### Clock wiring as the flow saved it

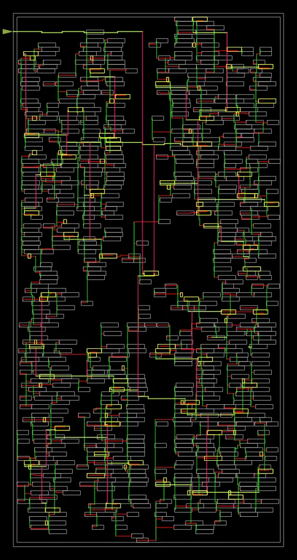
### Pin map

Drawn at 1.5 px/µm. Pins as bars across the die edge, other pins in gray.
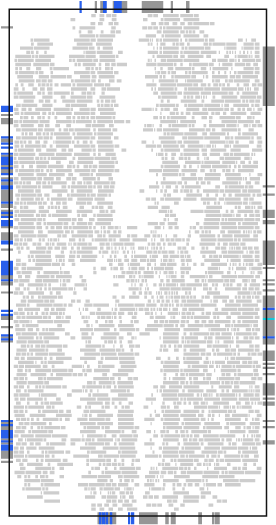
### Gate-type map

Drawn at 1.5 px/µm.
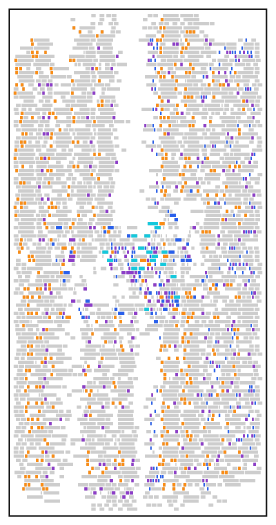
==> src/rtl/npu_job_sequencer_pkg.sv <==
// Shared types for the NPU job sequencer: array geometry, element/vector types and FSM states.
// Vector pack/unpack helpers convert between flat stream buses and per-element vectors.
package npu_pkg;

    localparam int ARR_DIM = 4;
    localparam int DATA_W  = 16;
    localparam int VEC_W   = ARR_DIM * DATA_W;

    typedef logic [DATA_W-1:0] elem_t;
    typedef elem_t vec_t [ARR_DIM];
    typedef logic [VEC_W-1:0] vec_flat_t;

    typedef enum logic [2:0] {
        IDLE  = 3'd0,
        CLEAR = 3'd1,
        LOAD  = 3'd2,
        RUN   = 3'd3,
        DRAIN = 3'd4
    } seq_state_t;

    function automatic vec_t unpack_vec(input vec_flat_t flat);
        vec_t v;
        for (int i = 0; i < ARR_DIM; i++) begin
            v[i] = flat[i*DATA_W +: DATA_W];
        end
        return v;
    endfunction

    function automatic vec_flat_t pack_vec(input vec_t v);
        vec_flat_t flat;
        for (int i = 0; i < ARR_DIM; i++) begin
            flat[i*DATA_W +: DATA_W] = v[i];
        end
        return flat;
    endfunction

endpackage

==> src/rtl/npu_job_sequencer_if.sv <==
// Valid/ready vector stream used for both the job input and the result output.
interface npu_stream_if import npu_pkg::*; #(
    parameter int W = VEC_W
) ();
    logic         valid;
    logic         ready;
    logic [W-1:0] data;

    modport master (output valid, output data, input ready);
    modport slave  (input valid, input data, output ready);
endinterface

==> src/rtl/npu_vec_buffer.sv <==
// N-deep vector store with per-lane addressing and write enables; reads are
// combinational and forward a same-cycle write so a freshly written lane is visible at once.
module npu_vec_buffer import npu_pkg::*; #(
    parameter int DEPTH = 4,
    parameter int AW    = 3
) (
    input  logic          clk,
    input  logic          rst,
    input  logic          we      [ARR_DIM],
    input  logic [AW-1:0] wr_addr [ARR_DIM],
    input  vec_t          wr_data,
    input  logic [AW-1:0] rd_addr [ARR_DIM],
    output vec_t          rd_data
);

    vec_t mem_r [DEPTH];

    // Storage update: each lane writes its own element at its own address.
    always_ff @(posedge clk) begin
        if (rst) begin
            for (int d = 0; d < DEPTH; d++) begin
                mem_r[d] <= '{default: '0};
            end
        end else begin
            for (int e = 0; e < ARR_DIM; e++) begin
                for (int d = 0; d < DEPTH; d++) begin
                    if (we[e] && (wr_addr[e] == AW'(d))) begin
                        mem_r[d][e] <= wr_data[e];
                    end
                end
            end
        end
    end

    // Per-lane read mux with write-through forwarding.
    always_comb begin
        for (int e = 0; e < ARR_DIM; e++) begin
            elem_t sel_s;
            sel_s = '0;
            for (int d = 0; d < DEPTH; d++) begin
                sel_s = sel_s | (mem_r[d][e] & {DATA_W{rd_addr[e] == AW'(d)}});
            end
            if (we[e] && (wr_addr[e] == rd_addr[e])) begin
                rd_data[e] = wr_data[e];
            end else begin
                rd_data[e] = sel_s;
            end
        end
    end

endmodule

==> src/rtl/npu_job_sequencer.sv <==
// Job controller for the systolic NPU: buffers a job, feeds it row-skewed into the array,
// deskews the column outputs into result vectors and streams them out under backpressure.
module npu_job_sequencer import npu_pkg::*; #(
    parameter int N_VEC   = 4,
    parameter int OUT_LAT = 4
) (
    input  logic               clk,
    input  logic               rst,
    input  logic               start,
    input  logic               abort,
    output logic               busy,
    output logic               done,
    npu_stream_if.slave        in_stream,
    npu_stream_if.master       out_stream,
    output logic               npu_rst,
    output logic               npu_enable,
    output vec_t               npu_raw_in,
    input  vec_t               npu_raw_out
);

    localparam int T_RUN = N_VEC + OUT_LAT + ARR_DIM - 1;
    localparam int CW    = $clog2(T_RUN + 1);
    localparam int AW    = $clog2(N_VEC + 1);
    localparam logic [CW-1:0] T_LAST   = CW'(T_RUN - 1);
    localparam logic [AW-1:0] IDX_LAST = AW'(N_VEC - 1);

    seq_state_t    state_r;
    logic [CW-1:0] t_r;
    logic [AW-1:0] wr_idx_r, rd_idx_r;
    logic          busy_r, done_r, in_ready_r, out_valid_r, npu_rst_r, npu_enable_r;
    vec_t          raw_in_r, out_data_r;

    logic          in_fire_s, out_fire_s;
    vec_t          in_vec_s, skew_s, vec_rd_s, res_rd_s;
    logic          skew_ok_s   [ARR_DIM];
    logic          vec_we_s    [ARR_DIM];
    logic          res_we_s    [ARR_DIM];
    logic [AW-1:0] vec_waddr_s [ARR_DIM];
    logic [AW-1:0] vec_raddr_s [ARR_DIM];
    logic [AW-1:0] res_waddr_s [ARR_DIM];
    logic [AW-1:0] res_raddr_s [ARR_DIM];

    // A handshake coincident with abort is discarded.
    assign in_fire_s  = in_stream.valid & in_ready_r & ~abort;
    assign out_fire_s = out_valid_r & out_stream.ready & ~abort;
    assign in_vec_s   = unpack_vec(in_stream.data);

    // Skew/deskew addressing: row r reads vector (t_next - r); column c captures vector (t - OUT_LAT - c).
    always_comb begin
        int t_next;
        t_next = (state_r == RUN) ? (int'(t_r) + 1) : 0;
        for (int r = 0; r < ARR_DIM; r++) begin
            int src, cap;
            src = t_next - r;
            cap = int'(t_r) - OUT_LAT - r;
            vec_we_s[r]    = in_fire_s;
            vec_waddr_s[r] = wr_idx_r;
            res_we_s[r]    = (state_r == RUN) && (cap >= 0) && (cap < N_VEC);
            res_waddr_s[r] = AW'(cap);
            res_raddr_s[r] = (state_r == DRAIN) ? (rd_idx_r + AW'(1'b1)) : '0;
            if ((src >= 0) && (src < N_VEC)) begin
                skew_ok_s[r]   = 1'b1;
                vec_raddr_s[r] = AW'(src);
            end else begin
                skew_ok_s[r]   = 1'b0;
                vec_raddr_s[r] = '0;
            end
        end
    end

    // Rows outside the current vector window feed zeros into the array.
    always_comb begin
        for (int r = 0; r < ARR_DIM; r++) begin
            skew_s[r] = skew_ok_s[r] ? vec_rd_s[r] : '0;
        end
    end

    npu_vec_buffer #(.DEPTH(N_VEC), .AW(AW)) u_vec_buf (
        .clk     (clk),
        .rst     (rst),
        .we      (vec_we_s),
        .wr_addr (vec_waddr_s),
        .wr_data (in_vec_s),
        .rd_addr (vec_raddr_s),
        .rd_data (vec_rd_s)
    );

    npu_vec_buffer #(.DEPTH(N_VEC), .AW(AW)) u_res_buf (
        .clk     (clk),
        .rst     (rst),
        .we      (res_we_s),
        .wr_addr (res_waddr_s),
        .wr_data (npu_raw_out),
        .rd_addr (res_raddr_s),
        .rd_data (res_rd_s)
    );

    // Job FSM with registered control, skewed array input and result output.
    always_ff @(posedge clk) begin
        if (rst) begin
            state_r      <= IDLE;
            t_r          <= '0;
            wr_idx_r     <= '0;
            rd_idx_r     <= '0;
            busy_r       <= 1'b0;
            done_r       <= 1'b0;
            in_ready_r   <= 1'b0;
            out_valid_r  <= 1'b0;
            npu_rst_r    <= 1'b1;
            npu_enable_r <= 1'b0;
            raw_in_r     <= '{default: '0};
            out_data_r   <= '{default: '0};
        end else begin
            done_r <= 1'b0;
            if (abort && (state_r != IDLE)) begin
                state_r      <= IDLE;
                t_r          <= '0;
                wr_idx_r     <= '0;
                rd_idx_r     <= '0;
                busy_r       <= 1'b0;
                in_ready_r   <= 1'b0;
                out_valid_r  <= 1'b0;
                npu_rst_r    <= 1'b1;
                npu_enable_r <= 1'b0;
                raw_in_r     <= '{default: '0};
            end else begin
                case (state_r)
                    IDLE: begin
                        if (start && !abort) begin
                            state_r <= CLEAR;
                            busy_r  <= 1'b1;
                        end
                    end
                    CLEAR: begin
                        state_r    <= LOAD;
                        in_ready_r <= 1'b1;
                        wr_idx_r   <= '0;
                    end
                    LOAD: begin
                        if (in_fire_s) begin
                            wr_idx_r <= wr_idx_r + AW'(1'b1);
                            if (wr_idx_r == IDX_LAST) begin
                                state_r      <= RUN;
                                in_ready_r   <= 1'b0;
                                npu_rst_r    <= 1'b0;
                                npu_enable_r <= 1'b1;
                                t_r          <= '0;
                                raw_in_r     <= skew_s;
                            end
                        end
                    end
                    RUN: begin
                        t_r <= t_r + CW'(1'b1);
                        if (t_r == T_LAST) begin
                            state_r      <= DRAIN;
                            npu_enable_r <= 1'b0;
                            out_valid_r  <= 1'b1;
                            rd_idx_r     <= '0;
                            raw_in_r     <= '{default: '0};
                            out_data_r   <= res_rd_s;
                        end else begin
                            raw_in_r <= skew_s;
                        end
                    end
                    DRAIN: begin
                        if (out_fire_s) begin
                            rd_idx_r <= rd_idx_r + AW'(1'b1);
                            if (rd_idx_r == IDX_LAST) begin
                                state_r     <= IDLE;
                                out_valid_r <= 1'b0;
                                busy_r      <= 1'b0;
                                done_r      <= 1'b1;
                                npu_rst_r   <= 1'b1;
                            end else begin
                                out_data_r <= res_rd_s;
                            end
                        end
                    end
                    default: begin
                        state_r      <= IDLE;
                        busy_r       <= 1'b0;
                        in_ready_r   <= 1'b0;
                        out_valid_r  <= 1'b0;
                        npu_rst_r    <= 1'b1;
                        npu_enable_r <= 1'b0;
                    end
                endcase
            end
        end
    end

    assign busy             = busy_r;
    assign done             = done_r;
    assign npu_rst          = npu_rst_r;
    assign npu_enable       = npu_enable_r;
    assign npu_raw_in       = raw_in_r;
    assign in_stream.ready  = in_ready_r;
    assign out_stream.valid = out_valid_r;
    assign out_stream.data  = pack_vec(out_data_r);

endmodule

==> src/flat_wrapper.sv <==
// flat-port wrapper written by rule: the top's interface ports become plain ports
module npu_job_sequencer_flat import npu_pkg::*;
#(
    parameter int N_VEC   = 4,
    parameter int OUT_LAT = 4
)
  (clk, rst, start, abort, busy, done, npu_rst, npu_enable, npu_raw_in, npu_raw_out, in_stream_valid, in_stream_data, in_stream_ready, out_stream_valid, out_stream_data, out_stream_ready);
  npu_stream_if #(.W(VEC_W)) in_stream_i ();
  npu_stream_if #(.W(VEC_W)) out_stream_i ();
  input  logic clk;
  input  logic rst;
  input  logic start;
  input  logic abort;
  output logic busy;
  output logic done;
  output logic npu_rst;
  output logic npu_enable;
  output vec_t npu_raw_in;
  input  vec_t npu_raw_out;
  input wire logic [$bits(in_stream_i.valid)-1:0] in_stream_valid;
  input wire logic [$bits(in_stream_i.data)-1:0] in_stream_data;
  output wire logic [$bits(in_stream_i.ready)-1:0] in_stream_ready;
  output wire logic [$bits(out_stream_i.valid)-1:0] out_stream_valid;
  output wire logic [$bits(out_stream_i.data)-1:0] out_stream_data;
  input wire logic [$bits(out_stream_i.ready)-1:0] out_stream_ready;
  assign in_stream_i.valid = in_stream_valid;
  assign in_stream_i.data = in_stream_data;
  assign in_stream_ready = in_stream_i.ready;
  assign out_stream_valid = out_stream_i.valid;
  assign out_stream_data = out_stream_i.data;
  assign out_stream_i.ready = out_stream_ready;
  npu_job_sequencer #(.N_VEC(N_VEC), .OUT_LAT(OUT_LAT)) u_core (.clk(clk), .rst(rst), .start(start), .abort(abort), .busy(busy), .done(done), .in_stream(in_stream_i), .out_stream(out_stream_i), .npu_rst(npu_rst), .npu_enable(npu_enable), .npu_raw_in(npu_raw_in), .npu_raw_out(npu_raw_out));
endmodule
==> config.mk <==
export PLATFORM = sky130hd
export DESIGN_NAME = npu_job_sequencer_flat
export DESIGN_NICKNAME = d
export VERILOG_FILES = /design/src/rtl/npu_job_sequencer_pkg.sv /design/src/rtl/npu_job_sequencer_if.sv /design/src/rtl/npu_vec_buffer.sv /design/src/rtl/npu_job_sequencer.sv /design/src/flat_wrapper.sv
export SDC_FILE = /design/constraint.sdc
export NUM_CORES = 1
export LEC_CHECK = 0
export CAP_MARGIN = 10
export CORE_ASPECT_RATIO = 2
export CORE_MARGIN = 2
export CORE_UTILIZATION = 55
export DETAILED_ROUTE_END_ITERATION = 10
export PLACE_DENSITY = 0.83
export SLEW_MARGIN = 15
export SYNTH_ARGS = -nofsm -noshare
export SYNTH_HDL_FRONTEND = slang
export SYNTH_HIERARCHICAL = 1
export SYNTH_SLANG_ARGS = --single-unit
==> constraint.sdc <==
create_clock -name clk -period 6.65 [get_ports clk]
set_clock_uncertainty 0.15 [all_clocks]
set_input_delay 1.33 -clock clk [delete_from_list [all_inputs] [get_ports clk]]
set_output_delay 1.33 -clock clk [all_outputs]
set_load 0.03 [all_outputs]
==> reports/metrics.yaml <==
aoi_share: 0.0695
synthTopCellsByCount: "edfxtp_1 (512), and2_1 (387), mux2i_1 (256), nand2_1 (159), dfxtp_1 (147)"
drtPass1Iterations: 6
critPathRequiredTime_ns: 6.98
fin_crit_sh: 0.812
largest_cell_class: "flip-flops and latches"
drc: 0
rsz0062_at_grt: "no"
p_leak_nw: 12.0
grt_pass1_vias: 20700
io-pin-count: 268
areaGrowthSynthToFinish_pct: 16.6
overflow: 0
inv_count: 19
setup_viol: 0
grt_max_degree: 65
yosys.area_share.simple: 0.152
htree_levels: 2
status: "complete, no violations"
post_cts_resized: 0
arrival_ns: 5.73
logic_family: "simple AND/OR/NAND/NOR gates"
grt_first_pass_wirelength_um: 113000
yosys_most_used_dff: "edfxtp_1"
fmax_mhz: 185
ys.warnings.count: 6
syn_avg_cell_area_um2: 12.9
wl_per_cell_um: 21.8
antenna_found_initial: 3
layout_min_cycle_time_ns: 5.40
cts_root_buffer: "clkbuf_16"
fillers: 4068
endpoint_kind: "register"
reg2reg_depth: 10
async_reset_ff_frac: 0
dr.first_iter.drc_count: 1524
vias: 19600
critPathKind: "register to register"
chipArea_um2: 57400
warnings: 33
vias_per_cell: 5.82
mux_share: 0.131
reg_top3: "u_core/u_res_buf/mem_r (256), u_core/u_vec_buf/mem_r (256)"
ys_sh_xor: 0.0101
clock_tree_area_fraction: 0.0512
clk_path_buf_depth: 3
place.gp.congestion: 0.858
taps: 744
area_leaders: "edfxtp_1 (50%), dfxtp_1 (9.7%), mux2i_1 (8.4%), and2_1 (7.9%), mux2_2 (4.4%)"
register_area_um2: 18300
hold_depth: 2
fp-utilization: 0.553
edf_count: 512
comb_area_um2: 11400
tns_ns: 0
power_mw: 8.26
n_antenna_cell: 2
holdWs_ns: 0.303
cellPowerDensity_nw_per_um2: 232
largest_area_cell: "edfxtp_1"
maxSlewViolCount: 0
layout.nonclk_buf_frac: 0.0836
dp_slack_ns: 1.30
yosysSeqAreaShare: 0.601
num_rows: 122
yosys_area_um2: 30500
worstMarginPinSlew_ns: 1.15
cts_tree: "yes"
postCtsSetupRepairBufs: 0
ir_drop_mv: 0.233
critPathMaxFanout: 20
nets: 2730
ys_types: 70
synthAdderAreaFrac: 0.00755
drive_gt1_frac: 0.120
wirelength_um: 73500
setup_slack_ns: 1.25
syn_area_um2: 30500
synth_cells: 2365
yosys_cells: 2365
slew_headroom: 0.228
Notes on 'Clock wiring as the flow saved it' above:
clock buffer count from CTS: 55
clk_buf instances: 77
Insertion Delay late pin: 0.60 ns
Clk power: 3.27 mW
# clock sinks: 659

Notes on 'Pin map' above:
legend:
  busy:
    color: cyan
    pins: 1
    direction: output
    edge: east
  npu_raw_in:
    color: blue
    pins: 64
    direction: output
    edge: 46 west, 8 north, 8 south, 2 east
all pins by edge: 98 east, 96 west, 40 south, 34 north
Die W: 170 µm
Die H: 337 µm
# port buffers: 267

Notes on 'Gate-type map' above:
legend:
  and/or cells:
    color: orange
    cells: 425
    where: widely spread
  nand cells:
    color: blue
    cells: 198
  aoi and oai cells:
    color: purple
    cells: 259
    where: widely spread
  fa/ha/maj cells:
    color: cyan
    cells: 18
    where: center
Post-Layout Cell Count: 3,371
most frequent logic cell in the layout: edfxtp_1
Comb area share: 0.322

[cell usage in the layout, fill, tap and decap left out, drive strengths merged, types with 22 or more instances in the layout]
master         Yosys  layout
buf               77      41
nand2            159     159
xnor2             29      29
nor3b             42      42
a21oi             81      81
a22o              33      33
or2               22      22
and2             387     387
o22ai            128     128
dfxtp            147     147
nor2              44      44
clkbuf            84      77
clkdlybuf4s50      0     266
mux2i            256     256
nor2b             42      42
edfxtp           512     512
mux2             128     128
[routing by layer]
| layer | wire, µm | track usage | vias to the layer above |
|---|---|---|---|
| li1 | - | - | 9062 |
| met4 | 2160 | 0.0915 | 2 |
| met3 | 4570 | 0.0457 | 139 |
| met1 | 26300 | 0.268 | 9749 |
| met2 | 40500 | 0.495 | 669 |
| met5 | 10 | 0 | - |
[path summary, 6_finish.rpt]
path                                    from                         end  slack, ns
hold reg to reg   u_core/out_stream.data[16]  u_core/out_stream.data[16]       0.30
setup reg to reg               u_core/t_r[0]        u_core/npu_raw_in[5]       1.25
setup / recovery               u_core/t_r[0]        u_core/npu_raw_in[5]       1.25
hold / removal    u_core/out_stream.data[16]  u_core/out_stream.data[16]       0.30
[through the flow]
step / cell area (µm²) / utilization
2_1_floorplan: 30500 / -
3_5_place_dp: 33700 / 0.612
4_1_cts: 35500 / 0.645
3_3_place_gp: 33700 / 0.612
5_1_grt: 35500 / 0.645
6_report: 35500 / 0.645
[critical path: stages, from the launching register on]
cell and delay (ns):
dfxtp_1 0.87, inv_1 0.55, ha_1 0.86, nor2b_1 0.32
xnor2_1 0.09, or3_1 0.40, nor4_1 0.62, xnor2_1 0.21
nand4_2 0.51, mux2_2 0.49, a22o_1 0.21
[power by group]
part / switching (mW) / total, mW / internal, mW
clock: 1.44 / 3.27 / 1.84
sequential: 0.0390 / 4.58 / 4.54
combinational: 0.236 / 0.408 / 0.172
Power is estimated from default activity; no workload was simulated.
